`config.mk`:
```
export PLATFORM = sky130hd
export DESIGN_NAME = l2_arbiter_flat
export DESIGN_NICKNAME = d
export VERILOG_FILES = /design/src/rtl/l2_arbiter_pkg.sv /design/src/rtl/l2_arbiter_if.sv /design/src/rtl/l2_arbiter.sv /design/src/flat_wrapper.sv
export SDC_FILE = /design/constraint.sdc
export NUM_CORES = 1
export LEC_CHECK = 0
export ABC_AREA = 1
export ABC_CLOCK_PERIOD_IN_PS = 4000
export CORE_AREA = 2 2 270 272
export CTS_CLUSTER_SIZE = 30
export DETAILED_ROUTE_END_ITERATION = 16
export DIE_AREA = 0 0 272 274
export DONT_BUFFER_PORTS = 1
export GPL_TIMING_DRIVEN = 0
export PLACE_DENSITY = 0.3
export SYNTH_ARGS = -nofsm -noshare
export SYNTH_HDL_FRONTEND = slang
export SYNTH_SLANG_ARGS = --single-unit
```
`constraint.sdc`:
```
create_clock -name clk -period 4 [get_ports clk]
set_clock_uncertainty 0.05 [all_clocks]
set_input_delay 0.4 -clock clk [delete_from_list [all_inputs] [get_ports clk]]
set_output_delay 0.4 -clock clk [all_outputs]
set_load 0.01 [all_outputs]
```
`src/rtl/l2_arbiter_pkg.sv`:
```
// Shared types for the L2 line arbiter: word/line types, FSM state encoding
// and the full-line byte-enable constant.
package l2_arbiter_pkg;

  localparam int ADDR_WIDTH = 16;
  localparam int LINE_WIDTH = 128;
  localparam int MASK_WIDTH = 2;

  typedef logic [ADDR_WIDTH-1:0] lc3b_word;
  typedef logic [LINE_WIDTH-1:0] cache_line;
  typedef logic [MASK_WIDTH-1:0] lc3b_mem_wmask;

  typedef enum logic [1:0] {
    IDLE    = 2'd0,
    SERVE_I = 2'd1,
    SERVE_D = 2'd2
  } arb_state_t;

  localparam lc3b_mem_wmask FULL_WMASK = '1;

endpackage

```
`src/rtl/l2_arbiter_if.sv`:
```
// L1/L2 line-transfer bundle. The arbiter uses the master view (it drives the
// L2 request and the L1 responses); the slave view belongs to the L1s and L2.
interface l2_arbiter_if #(
  parameter int ADDR_WIDTH = 16,
  parameter int LINE_WIDTH = 128,
  parameter int MASK_WIDTH = 2
);
  logic                  icache_read;
  logic [ADDR_WIDTH-1:0] icache_address;
  logic [LINE_WIDTH-1:0] icache_rdata;
  logic                  icache_resp;

  logic                  dcache_read;
  logic                  dcache_write;
  logic [ADDR_WIDTH-1:0] dcache_address;
  logic [LINE_WIDTH-1:0] dcache_wdata;
  logic [LINE_WIDTH-1:0] dcache_rdata;
  logic                  dcache_resp;

  logic [ADDR_WIDTH-1:0] l2_mem_address;
  logic [LINE_WIDTH-1:0] l2_mem_wdata;
  logic                  l2_mem_read;
  logic                  l2_mem_write;
  logic [MASK_WIDTH-1:0] l2_mem_byte_enable;
  logic [LINE_WIDTH-1:0] l2_mem_rdata;
  logic                  l2_mem_resp;

  modport master (
    input  icache_read, icache_address,
    output icache_rdata, icache_resp,
    input  dcache_read, dcache_write, dcache_address, dcache_wdata,
    output dcache_rdata, dcache_resp,
    output l2_mem_address, l2_mem_wdata, l2_mem_read, l2_mem_write, l2_mem_byte_enable,
    input  l2_mem_rdata, l2_mem_resp
  );

  modport slave (
    output icache_read, icache_address,
    input  icache_rdata, icache_resp,
    output dcache_read, dcache_write, dcache_address, dcache_wdata,
    input  dcache_rdata, dcache_resp,
    input  l2_mem_address, l2_mem_wdata, l2_mem_read, l2_mem_write, l2_mem_byte_enable,
    output l2_mem_rdata, l2_mem_resp
  );
endinterface

```
`src/rtl/l2_arbiter.sv`:
```
// Arbitrates I-cache and D-cache line misses onto the single L2 port, one
// transaction at a time. Define L2_ARB_ROUND_ROBIN_EN for round-robin on ties.
module l2_arbiter
  import l2_arbiter_pkg::*;
(
  input  logic         clk,
  input  logic         reset_n,
  l2_arbiter_if.master bus
);

  arb_state_t state;
  lc3b_word   mem_address;
  cache_line  mem_wdata;
  logic       mem_read;
  logic       mem_write;
  logic       i_req;
  logic       d_req;
  logic       grant_d;

`ifdef L2_ARB_ROUND_ROBIN_EN
  logic       last_grant;
`endif

  always_comb begin
    i_req = bus.icache_read;
    d_req = bus.dcache_read | bus.dcache_write;
`ifdef L2_ARB_ROUND_ROBIN_EN
    // On a tie the port that did not win last time goes first (1 = D last).
    grant_d = d_req && (!i_req || !last_grant);
`else
    grant_d = d_req;
`endif
  end

  always_ff @(posedge clk) begin
    if (!reset_n) begin
      state       <= IDLE;
      mem_address <= '0;
      mem_wdata   <= '0;
      mem_read    <= 1'b0;
      mem_write   <= 1'b0;
`ifdef L2_ARB_ROUND_ROBIN_EN
      last_grant  <= 1'b0;
`endif
    end else begin
      case (state)
        IDLE: begin
          if (i_req || d_req) begin
`ifdef L2_ARB_ROUND_ROBIN_EN
            last_grant <= grant_d;
`endif
            if (grant_d) begin
              state       <= SERVE_D;
              mem_address <= bus.dcache_address;
              // A simultaneous read+write is served as the write-back only.
              mem_read    <= !bus.dcache_write;
              mem_write   <= bus.dcache_write;
              if (bus.dcache_write)
                mem_wdata <= bus.dcache_wdata;
            end else begin
              state       <= SERVE_I;
              mem_address <= bus.icache_address;
              mem_read    <= 1'b1;
              mem_write   <= 1'b0;
            end
          end
        end
        SERVE_I, SERVE_D: begin
          if (bus.l2_mem_resp) begin
            state     <= IDLE;
            mem_read  <= 1'b0;
            mem_write <= 1'b0;
          end
        end
        default: state <= IDLE;
      endcase
    end
  end

  assign bus.l2_mem_address     = mem_address;
  assign bus.l2_mem_wdata       = mem_wdata;
  assign bus.l2_mem_read        = mem_read;
  assign bus.l2_mem_write       = mem_write;
  assign bus.l2_mem_byte_enable = FULL_WMASK;

  // Responses are gated by the owning state, so a stale resp in IDLE is dropped.
  assign bus.icache_resp  = (state == SERVE_I) && bus.l2_mem_resp;
  assign bus.dcache_resp  = (state == SERVE_D) && bus.l2_mem_resp;
  assign bus.icache_rdata = bus.l2_mem_rdata;
  assign bus.dcache_rdata = bus.l2_mem_rdata;

endmodule
```
`src/flat_wrapper.sv`:
```
// flat-port wrapper written by rule: the top's interface ports become plain ports
module l2_arbiter_flat import l2_arbiter_pkg::*;
  (clk, reset_n, bus_icache_read, bus_icache_address, bus_icache_rdata, bus_icache_resp, bus_dcache_read, bus_dcache_write, bus_dcache_address, bus_dcache_wdata, bus_dcache_rdata, bus_dcache_resp, bus_l2_mem_address, bus_l2_mem_wdata, bus_l2_mem_read, bus_l2_mem_write, bus_l2_mem_byte_enable, bus_l2_mem_rdata, bus_l2_mem_resp);
  l2_arbiter_if bus_i ();
  input  logic clk;
  input  logic reset_n;
  input wire logic [$bits(bus_i.icache_read)-1:0] bus_icache_read;
  input wire logic [$bits(bus_i.icache_address)-1:0] bus_icache_address;
  output wire logic [$bits(bus_i.icache_rdata)-1:0] bus_icache_rdata;
  output wire logic [$bits(bus_i.icache_resp)-1:0] bus_icache_resp;
  input wire logic [$bits(bus_i.dcache_read)-1:0] bus_dcache_read;
  input wire logic [$bits(bus_i.dcache_write)-1:0] bus_dcache_write;
  input wire logic [$bits(bus_i.dcache_address)-1:0] bus_dcache_address;
  input wire logic [$bits(bus_i.dcache_wdata)-1:0] bus_dcache_wdata;
  output wire logic [$bits(bus_i.dcache_rdata)-1:0] bus_dcache_rdata;
  output wire logic [$bits(bus_i.dcache_resp)-1:0] bus_dcache_resp;
  output wire logic [$bits(bus_i.l2_mem_address)-1:0] bus_l2_mem_address;
  output wire logic [$bits(bus_i.l2_mem_wdata)-1:0] bus_l2_mem_wdata;
  output wire logic [$bits(bus_i.l2_mem_read)-1:0] bus_l2_mem_read;
  output wire logic [$bits(bus_i.l2_mem_write)-1:0] bus_l2_mem_write;
  output wire logic [$bits(bus_i.l2_mem_byte_enable)-1:0] bus_l2_mem_byte_enable;
  input wire logic [$bits(bus_i.l2_mem_rdata)-1:0] bus_l2_mem_rdata;
  input wire logic [$bits(bus_i.l2_mem_resp)-1:0] bus_l2_mem_resp;
  assign bus_i.icache_read = bus_icache_read;
  assign bus_i.icache_address = bus_icache_address;
  assign bus_icache_rdata = bus_i.icache_rdata;
  assign bus_icache_resp = bus_i.icache_resp;
  assign bus_i.dcache_read = bus_dcache_read;
  assign bus_i.dcache_write = bus_dcache_write;
  assign bus_i.dcache_address = bus_dcache_address;
  assign bus_i.dcache_wdata = bus_dcache_wdata;
  assign bus_dcache_rdata = bus_i.dcache_rdata;
  assign bus_dcache_resp = bus_i.dcache_resp;
  assign bus_l2_mem_address = bus_i.l2_mem_address;
  assign bus_l2_mem_wdata = bus_i.l2_mem_wdata;
  assign bus_l2_mem_read = bus_i.l2_mem_read;
  assign bus_l2_mem_write = bus_i.l2_mem_write;
  assign bus_l2_mem_byte_enable = bus_i.l2_mem_byte_enable;
  assign bus_i.l2_mem_rdata = bus_l2_mem_rdata;
  assign bus_i.l2_mem_resp = bus_l2_mem_resp;
  l2_arbiter u_core (.clk(clk), .reset_n(reset_n), .bus(bus_i));
endmodule
```
==> results.py <==
# Generated from Yosys and OpenROAD reports
metrics = {
    "cts": {
        "clkSlewWorstSetupHoldPaths_ps": 70,
        "cts_root_buf": "clkbuf_16",
        "cts_tree": "done",
        "cts_max_path_buffers": 2,
        "cts_sinks": 148,
    },
    "timing": {
        "period_needed_ps": 1790,
        "setup_violations": 0,
        "fin_setup_tns_ps": 0,
    },
    "logic_synthesis": {
        "yosys_warnings": 0,
        "syn_area_per_cell_um2": 7.73,
        "synthAoiAreaFrac": 0.107,
        "yosysSeqAreaShare": 0.389,
        "simple_gate_share": 0.174,
        "synthXorXnorAreaFrac": 0,
        "synth-adder-area-share": 0.00658,
        "synthMuxAreaShare": 0,
    },
    "routing": {
        "routed_wl_um": 33100,
        "avgViaCountPerCell": 3.09,
        "firstDrtPassIters": 4,
        "wl_met1_um": 12400,
        "top_layer_used": "met5",
        "postRouteAntennaNets": 0,
        "drc": 0,
    },
    "power_and_ir_drop": {
        "swShare": 0.315,
        "seq_cell_power_w": 0.00188,
    },
    "critical_path": {
        "worstPathArrival_ps": 2080,
        "cp.required_ps": 4300,
    },
    "place": {
        "hpwl_um": 27100,
        "port_buffers": 0,
    },
    "die": {
        "num_io_pins": 700,
        "initCoreUtil": 0.106,
    },
    "finish": {
        "finalNetCount": 1367,
        "final_cell_mix": "292 x nor2_1, 259 x buf_4, 148 x dfxtp_1, 116 x o21ai_0, 65 x dlygate4sd3_1",
        "comb_area_um2": 2200,
        "postLayoutCellArea_um2": 10100,
    },
    "grt": {
        "use_met1": 0.0886,
        "grt_overflow": 0,
    },
    "job": {
        "cap_violations": 0,
    },
    "status": {
        "outcome": "complete, no violations",
    },
}
[cell usage after synthesis, drive strengths merged]
cell type,instances,area share
nand2,45,0.024
buf,286,0.30
conb,1,0.00049
or2,2,0.0016
inv,12,0.0059
a21oi,2,0.0013
ha,4,0.0066
nor2,293,0.14
nand3,4,0.0026
clkinv,1,0.00066
nand4,2,0.0016
o21ai,161,0.11
clkbuf,23,0.013
dfxtp,148,0.39
[area by class of cell]
class	instances	share of cell area
clock buffer	19	0.0439
clock inverter	12	0.0176
timing repair buffer	65	0.0645
buffer	309	0.238
inverter	13	0.00496
multi-input combinational	515	0.218
antenna	2	0.000496
tap	959	0.119
sequential	148	0.294
[critical path: stages (launching register included)]
cell and delay, ps:
dfxtp_1 320, inv_1 120, ha_1 260, nand2_4 110, buf_6 170, clkbuf_2 190
o21ai_0 370, nor2_1 70
[timing repair]
| action | in CTS | in global routing |
|---|---|---|
| hold buffers | 65 | 0 |
| resized | 0 | 0 |
| setup buffers | 0 | 0 |
| endpoints found under the hold margin | 65 | 0 |
[path summary, 6_finish.rpt]
| check | slack (ps) | end | cells past startpoint |
|---|---|---|---|
| worst min register to register | 440 | u_core.state[0] | 2 |
| worst max-delay path | 2210 | u_core.bus.l2_mem_wdata[95] | 7 |
| worst min-delay path | 60 | u_core.bus.l2_mem_wdata[84] | 2 |
| worst max register to register | 2210 | u_core.bus.l2_mem_wdata[95] | 7 |
[per-stage QoR]
stage | std cells | util | hold slack (ps)
floorplan | 985 | - | 407
global placement | 1944 | 0.122 | 430
detailed placement | 1944 | 0.122 | 430
CTS | 2040 | 0.140 | 0.411
global route | 2040 | 0.140 | 21.1
finish | 2042 | 0.140 | 59.5
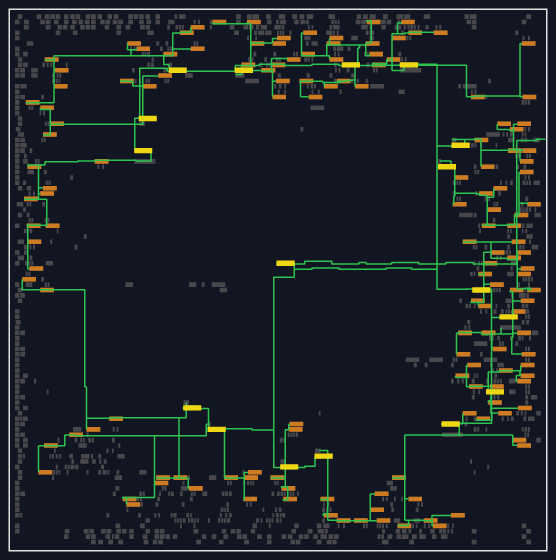
*Routed clock nets over the placement*
[green] clock wires | length: 3,100 um
[orange] flip-flops | count: 148
[yellow] clock drivers | count: 17
flops lie	widely spread
Clock Power Share: 0.390
P_clk: 0.00178 W
Worst-Skew Late Latency: 470 ps

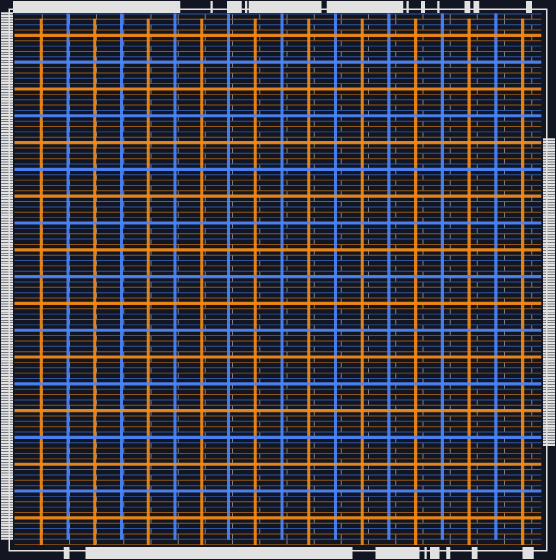
*Floorplan with the power grid*
Pins as bars on the die edge. Tap cells in grey.
colour	net
blue	VDD
orange	VSS
tap cells	959
rows	99
signal pins	700
met1 rails	100
Core Region: 72,000 um2
Die Span Y: 274 um
peak supply drop: 0.000220 V
Chip Width: 272 um

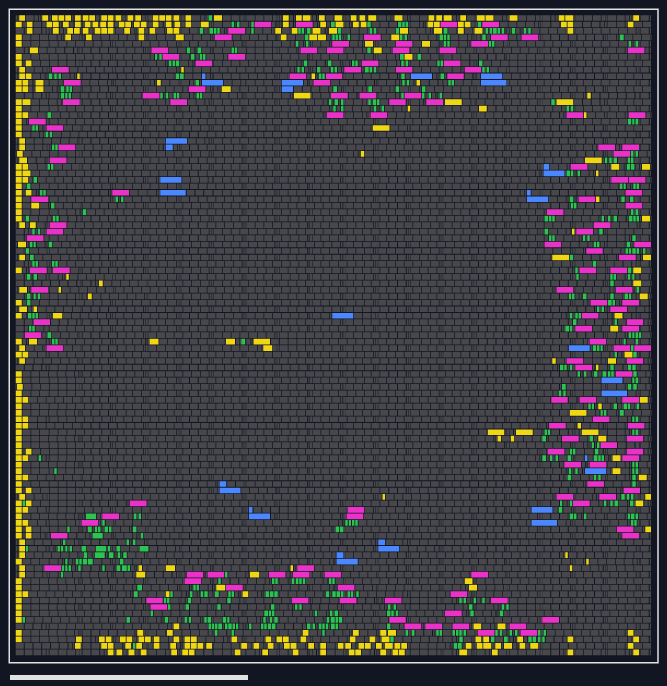
*Placed cells, one colour a class*
The bar under the picture is 100 um long. Fill, decap, tap and diode cells in grey.
colour	class	cells
blue	clock drivers and dummy loads	31
yellow	remaining buffers and delay cells	374
green	combinational and other logic	528
magenta	sequential cells	148
number of core rows: 99
final core utilization: 0.140

Power figures rest on the tool's default switching activity, not on a simulated workload.
